==> run_1/floorplan.png <==
Scale: 4 px per um. Pins as bars on the die edge. Tap cells in grey.
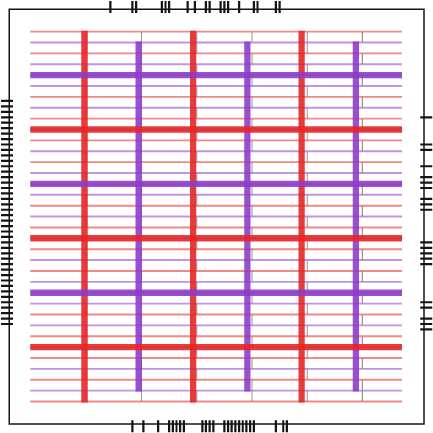
==> run_1/class_map.png <==
Scale: 4 px per um. Fill, decap, tap and diode cells in grey.
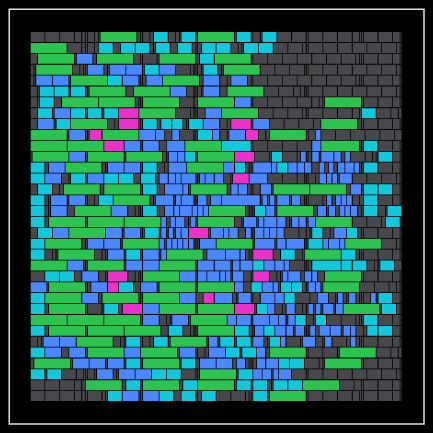
==> run_1/clock_wires.png <==
Scale: 4 px per um.
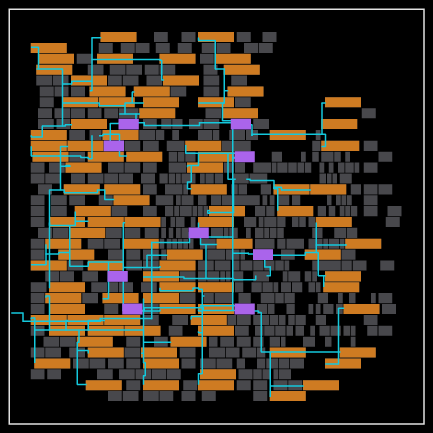
<file path="config.mk">
export PLATFORM = sky130hd
export DESIGN_NAME = decode_opc_stream
export DESIGN_NICKNAME = d
export VERILOG_FILES = /design/src/rtl/decode_opc_stream_pkg.sv /design/src/rtl/decode_opc_stream_prefix_class.sv /design/src/rtl/decode_opc_stream.sv
export SDC_FILE = /design/constraint.sdc
export NUM_CORES = 1
export LEC_CHECK = 0
export CORE_MARGIN = 5
export CORE_UTILIZATION = 50
export DETAILED_ROUTE_END_ITERATION = 7
export PLACE_DENSITY = 0.89
export SLEW_MARGIN = 20
export SYNTH_ARGS = -nofsm -noshare
export SYNTH_HDL_FRONTEND = slang
export SYNTH_SLANG_ARGS = --single-unit
export TNS_END_PERCENT = 10
</file>
<file path="constraint.sdc">
create_clock -name clk -period 2.8 [get_ports clk]
set_input_delay 0.42 -clock clk [delete_from_list [all_inputs] [get_ports clk]]
set_output_delay 0.42 -clock clk [all_outputs]
set_load 0.02 [all_outputs]
</file>
<file path="src/rtl/decode_opc_stream_pkg.sv">
// Shared types and constants for the byte-serial opcode front end.
package decode_opc_stream_pkg;

  typedef enum logic [2:0] {
    S_PFX   = 3'd0,
    S_OPC2  = 3'd1,
    S_TAIL  = 3'd2,
    S_DRAIN = 3'd3,
    S_DONE  = 3'd4
  } state_t;

  localparam logic [7:0] PFX_ES     = 8'h26;
  localparam logic [7:0] PFX_CS     = 8'h2E;
  localparam logic [7:0] PFX_SS     = 8'h36;
  localparam logic [7:0] PFX_DS     = 8'h3E;
  localparam logic [7:0] PFX_FS     = 8'h64;
  localparam logic [7:0] PFX_GS     = 8'h65;
  localparam logic [7:0] PFX_OPSIZE = 8'h66;
  localparam logic [7:0] PFX_ADDR   = 8'h67;
  localparam logic [7:0] PFX_LOCK   = 8'hF0;
  localparam logic [7:0] PFX_REPNE  = 8'hF2;
  localparam logic [7:0] PFX_REP    = 8'hF3;

  localparam int unsigned PB_OPSIZE = 0;
  localparam int unsigned PB_LOCK   = 1;
  localparam int unsigned PB_REPNE  = 2;
  localparam int unsigned PB_REP    = 3;
  localparam int unsigned PB_SEG    = 4;
  localparam int unsigned PB_W      = 5;

  localparam logic [2:0] SEG_ES = 3'd0;
  localparam logic [2:0] SEG_CS = 3'd1;
  localparam logic [2:0] SEG_SS = 3'd2;
  localparam logic [2:0] SEG_DS = 3'd3;
  localparam logic [2:0] SEG_FS = 3'd4;
  localparam logic [2:0] SEG_GS = 3'd5;

  localparam logic [1:0] ERR_NONE     = 2'd0;
  localparam logic [1:0] ERR_PREFIXES = 2'd1;
  localparam logic [1:0] ERR_OVERFLOW = 2'd2;
  localparam logic [1:0] ERR_TRUNC    = 2'd3;

endpackage

</file>
<file path="src/rtl/decode_opc_stream_prefix_class.sv">
// Combinational legacy-prefix classifier: byte -> prefix kind, flag one-hot,
// segment code and address-size marker.
module decode_prefix_class
  import decode_opc_stream_pkg::*;
(
  input  logic [7:0] byte_in,
  output logic       is_prefix,
  output logic [4:0] pfx_onehot,
  output logic [2:0] seg,
  output logic       is_addr16
);

  always_comb begin
    is_prefix  = 1'b1;
    pfx_onehot = '0;
    seg        = SEG_ES;
    is_addr16  = 1'b0;
    case (byte_in)
      PFX_ES:     begin pfx_onehot[PB_SEG] = 1'b1; seg = SEG_ES; end
      PFX_CS:     begin pfx_onehot[PB_SEG] = 1'b1; seg = SEG_CS; end
      PFX_SS:     begin pfx_onehot[PB_SEG] = 1'b1; seg = SEG_SS; end
      PFX_DS:     begin pfx_onehot[PB_SEG] = 1'b1; seg = SEG_DS; end
      PFX_FS:     begin pfx_onehot[PB_SEG] = 1'b1; seg = SEG_FS; end
      PFX_GS:     begin pfx_onehot[PB_SEG] = 1'b1; seg = SEG_GS; end
      PFX_OPSIZE: pfx_onehot[PB_OPSIZE] = 1'b1;
      PFX_ADDR:   is_addr16 = 1'b1;
      PFX_LOCK:   pfx_onehot[PB_LOCK] = 1'b1;
      PFX_REPNE:  pfx_onehot[PB_REPNE] = 1'b1;
      PFX_REP:    pfx_onehot[PB_REP] = 1'b1;
      default:    is_prefix = 1'b0;
    endcase
  end

endmodule

</file>
<file path="src/rtl/decode_opc_stream.sv">
// Byte-serial instruction front end: strips legacy prefixes, removes the
// two-byte escape and assembles the unescaped window for the opcode-map stage.
module decode_opc_stream
  import decode_opc_stream_pkg::*;
#(
  parameter int unsigned MAX_INSTR_BYTES = 9,
  parameter int unsigned MAX_PREFIXES    = 4,
  parameter logic [7:0]  ESCAPE_BYTE     = 8'h0F
) (
  input  logic                                   clk,
  input  logic                                   rst_n,
  input  logic                                   in_valid,
  output logic                                   in_ready,
  input  logic [7:0]                             in_byte,
  input  logic                                   in_last,
  output logic                                   out_valid,
  input  logic                                   out_ready,
  output logic [8*MAX_INSTR_BYTES-1:0]           out_instr,
  output logic [$clog2(MAX_INSTR_BYTES+1)-1:0]   out_len,
  output logic                                   out_is_2byte,
  output logic [4:0]                             out_prefix,
  output logic                                   out_addr16,
  output logic [2:0]                             out_seg,
  output logic                                   out_err,
  output logic [1:0]                             out_err_code
);

  localparam int unsigned WIN_W = 8 * MAX_INSTR_BYTES;
  localparam int unsigned LEN_W = $clog2(MAX_INSTR_BYTES + 1);
  localparam int unsigned CNT_W = $clog2(MAX_PREFIXES + 1);

  state_t             state_q, state_d;
  logic [CNT_W-1:0]   cnt_q, cnt_d;
  logic [WIN_W-1:0]   win_d;
  logic [LEN_W-1:0]   len_d;
  logic               two_d, a16_d;
  logic [4:0]         pfx_d;
  logic [2:0]         seg_d;
  logic [1:0]         code_d;

  logic               pc_is_prefix, pc_is_addr16;
  logic [4:0]         pc_onehot;
  logic [2:0]         pc_seg;
  logic               acc;

  decode_prefix_class u_pfx (
    .byte_in    (in_byte),
    .is_prefix  (pc_is_prefix),
    .pfx_onehot (pc_onehot),
    .seg        (pc_seg),
    .is_addr16  (pc_is_addr16)
  );

  assign acc = in_valid & in_ready;

  // Next-state and next-output computation.
  always_comb begin
    state_d = state_q;
    cnt_d   = cnt_q;
    win_d   = out_instr;
    len_d   = out_len;
    two_d   = out_is_2byte;
    a16_d   = out_addr16;
    pfx_d   = out_prefix;
    seg_d   = out_seg;
    code_d  = out_err_code;

    if (state_q == S_DONE) begin
      if (out_ready) begin
        state_d = S_PFX;
        cnt_d   = '0;
        win_d   = '0;
        len_d   = '0;
        two_d   = 1'b0;
        a16_d   = 1'b0;
        pfx_d   = '0;
        seg_d   = '0;
        code_d  = ERR_NONE;
      end
    end else if (acc) begin
      case (state_q)
        S_PFX: begin
          if (pc_is_prefix) begin
            if (cnt_q == CNT_W'(MAX_PREFIXES)) begin
              code_d  = ERR_PREFIXES;
              state_d = in_last ? S_DONE : S_DRAIN;
            end else begin
              cnt_d = cnt_q + CNT_W'(1);
              pfx_d = out_prefix | pc_onehot;
              if (pc_onehot[PB_SEG]) seg_d = pc_seg;
              if (pc_is_addr16) a16_d = 1'b1;
              if (in_last) begin
                code_d  = ERR_TRUNC;
                state_d = S_DONE;
              end
            end
          end else if (in_byte == ESCAPE_BYTE) begin
            two_d = 1'b1;
            if (in_last) begin
              code_d  = ERR_TRUNC;
              state_d = S_DONE;
            end else begin
              state_d = S_OPC2;
            end
          end else begin
            win_d[7:0] = in_byte;
            len_d      = LEN_W'(1);
            state_d    = in_last ? S_DONE : S_TAIL;
          end
        end
        S_OPC2: begin
          win_d[7:0] = in_byte;
          len_d      = LEN_W'(1);
          state_d    = in_last ? S_DONE : S_TAIL;
        end
        S_TAIL: begin
          if (out_len == LEN_W'(MAX_INSTR_BYTES)) begin
            code_d  = ERR_OVERFLOW;
            state_d = in_last ? S_DONE : S_DRAIN;
          end else begin
            // Byte-enable on the current length selects the write lane.
            for (int unsigned i = 0; i < MAX_INSTR_BYTES; i++) begin
              if (LEN_W'(i) == out_len) win_d[i*8 +: 8] = in_byte;
            end
            len_d   = out_len + LEN_W'(1);
            state_d = in_last ? S_DONE : S_TAIL;
          end
        end
        S_DRAIN: begin
          if (in_last) state_d = S_DONE;
        end
        default: state_d = S_PFX;
      endcase
    end
  end

  // State and registered outputs.
  always_ff @(posedge clk or negedge rst_n) begin
    if (!rst_n) begin
      state_q      <= S_PFX;
      cnt_q        <= '0;
      in_ready     <= 1'b1;
      out_valid    <= 1'b0;
      out_instr    <= '0;
      out_len      <= '0;
      out_is_2byte <= 1'b0;
      out_prefix   <= '0;
      out_addr16   <= 1'b0;
      out_seg      <= '0;
      out_err      <= 1'b0;
      out_err_code <= ERR_NONE;
    end else begin
      state_q      <= state_d;
      cnt_q        <= cnt_d;
      in_ready     <= (state_d != S_DONE);
      out_valid    <= (state_d == S_DONE);
      out_instr    <= win_d;
      out_len      <= len_d;
      out_is_2byte <= two_d;
      out_prefix   <= pfx_d;
      out_addr16   <= a16_d;
      out_seg      <= seg_d;
      out_err      <= (code_d != ERR_NONE);
      out_err_code <= code_d;
    end
  end

endmodule
</file>
==> Changelog: implementation, run 1 <==
### Physical design

- Status: finished clean
- Final Skew: 13.17 ps
- Non-filler instance count after layout: 592
- Met1 usage: 29.58%
- Sink Count: 97
- DR iter-0 viols: 174
- Top Layout Cells: clkdlybuf4s50_1, dfrtp_1, mux2_2, nand2_1, buf_4
- Critical Path AT: 2790 ps
- Resize count post-CTS: 0
- Worst r2r dst: out_instr[22]$_DFFE_PN0P_
- Antenna violations before repair: 0
- Worst setup path end: out_instr[22]$_DFFE_PN0P_
- Asr flop ratio synth: 100.0%
- Combinational share of cell area: 31.17%
- Largest net degree at the start of global routing: 59
- Cts hold-fix bufs: 0
- Switch Pwr: 0.002650 W
- Reg2reg start: out_len[1]$_DFFE_PN0P_
- Post-route ant nets: 0
- Number of synthesized register bits: just under 100
- WL/cell: 20.30 um
- Cell internal pwr: 0.003999 W
- Port Buffers: roughly 100
- Met3 WL: 1287 um
- Multi-input logic area: ~0.0018 mm^2
- Max reg flops: a little over 70
- Worst path bufs/invs: 1
- PD cells: 1135 mW/mm^2
- Register area: 0.002429 mm^2
- Clock group: 0.000885 W
- Inverters, non-clock: 13
- Top-level I/O count: 104
- Largest Pwr Group: combinational logic
- First-pass GRT wire length: 19400 um
- Crit-path leading delay family: simple AND/OR/NAND/NOR gates
- XOR-XNOR Cells, Area Fraction: 0%
- Die X: 103.3 um
- Switching Fraction: about two fifths
- Crit path kind: flip-flop to flip-flop
- Clk pwr share: about an eighth
- Avg Inst Size Synth: around 12 um^2
- Number of logged tool warnings: 30
- CP cell instances: inv_1 > ha_1 > and3b_1 > nand3b_1 > and2_0 > nor2_2 > mux2_2
- Initial Util: 50.67%
- Num tapcells: 108
- Seq. pwr: 0.00232 W
- Met3 Use GR: 8.920%
- Routed length on met1: 4517 um
- DRC Markers: 0
- Top_reg_cell synth: dfrtp_1
About floorplan.png:
net	colour
VSS	red
VDD	purple
met1 rails	35
rows	34
tap cells	108
met5 straps	6

About class_map.png:
class	colour	cells
registers	green	97
clock drivers and dummy loads	magenta	16
remaining logic cells	blue	245
remaining buffers and delay cells	cyan	126
Seq area share: 41.47%
core box area: 0.008593 mm^2
Final Util: 68.16%
Cell Rows: 34
cell area after layout: 0.005857 mm^2

About clock_wires.png:
[flip-flops] orange | count: 97
[clock wires] cyan | length: 1030 um
[clock-net drivers] purple | count: 9
flops lie	spread over the die
routed clock nets	10

==> run_1/layers.png <==
Scale: 4 px per um.
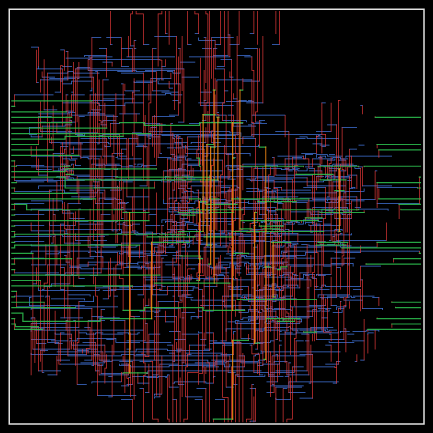

==> run 2, diff against run 1 <==
- CELL_PAD_IN_SITES_DETAIL_PLACEMENT: not set -> 1
- CELL_PAD_IN_SITES_GLOBAL_PLACEMENT: not set -> 2
- CORE_UTILIZATION: 50 -> 32
- PLACE_DENSITY: 0.89 -> 0.88
- SKIP_CTS_REPAIR_TIMING: not set -> 1
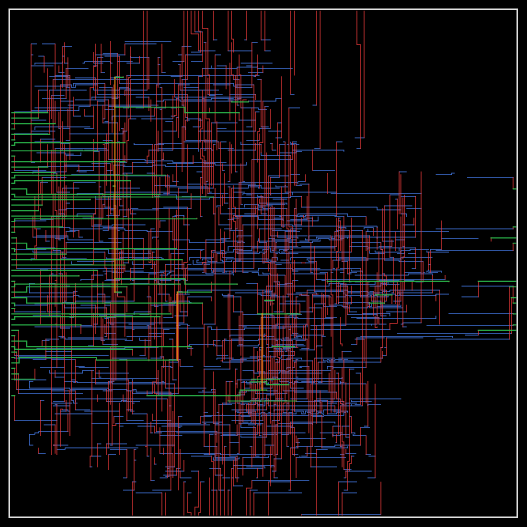
(run_2/layers.png)
Scale: 4 px per um.
layer	colour	wire length
M1	blue	5440 um
M3	green	1160 um
M2	red	6540 um
M4	orange	89.8 um

==> Changelog: implementation, run 2 <==
### Physical design

- Cell internal pwr: 0.004263 W
- Cell Rows: 42
- Switch Pwr: 0.002708 W
- Critical Path AT: 2690 ps
- Final Skew: between 9 and 10 ps
- Sink Count: 97
- Asr flop ratio synth: 100.0%
- Top Layout Cells: clkdlybuf4s50_1, dfrtp_1, mux2_2, nand2_1, buf_4
- Post-route ant nets: 0
- First-pass GRT wire length: 21500 um
- Worst r2r dst: out_instr[70]$_DFFE_PN0P_
- Status: finished clean
- Port Buffers: 103
- Met1 usage: between 20% and 30%
- Cell area after layout: 0.006053 mm^2
- Worst setup path end: out_instr[4]$_DFFE_PN0P_
- Number of logged tool warnings: 30
- Reg2reg start: out_len[1]$_DFFE_PN0P_
- Routed length on met1: about 5400 um
- Worst path bufs/invs: 2
- Largest net degree at the start of global routing: 53
- Antenna violations before repair: 0
- Seq. pwr: between 0.002 and 0.0025 W
- Crit-path leading delay family: simple AND/OR/NAND/NOR gates
- Number of synthesized register bits: roughly 97
- Initial Util: 32.75%
Power and IR drop assume default switching activity.
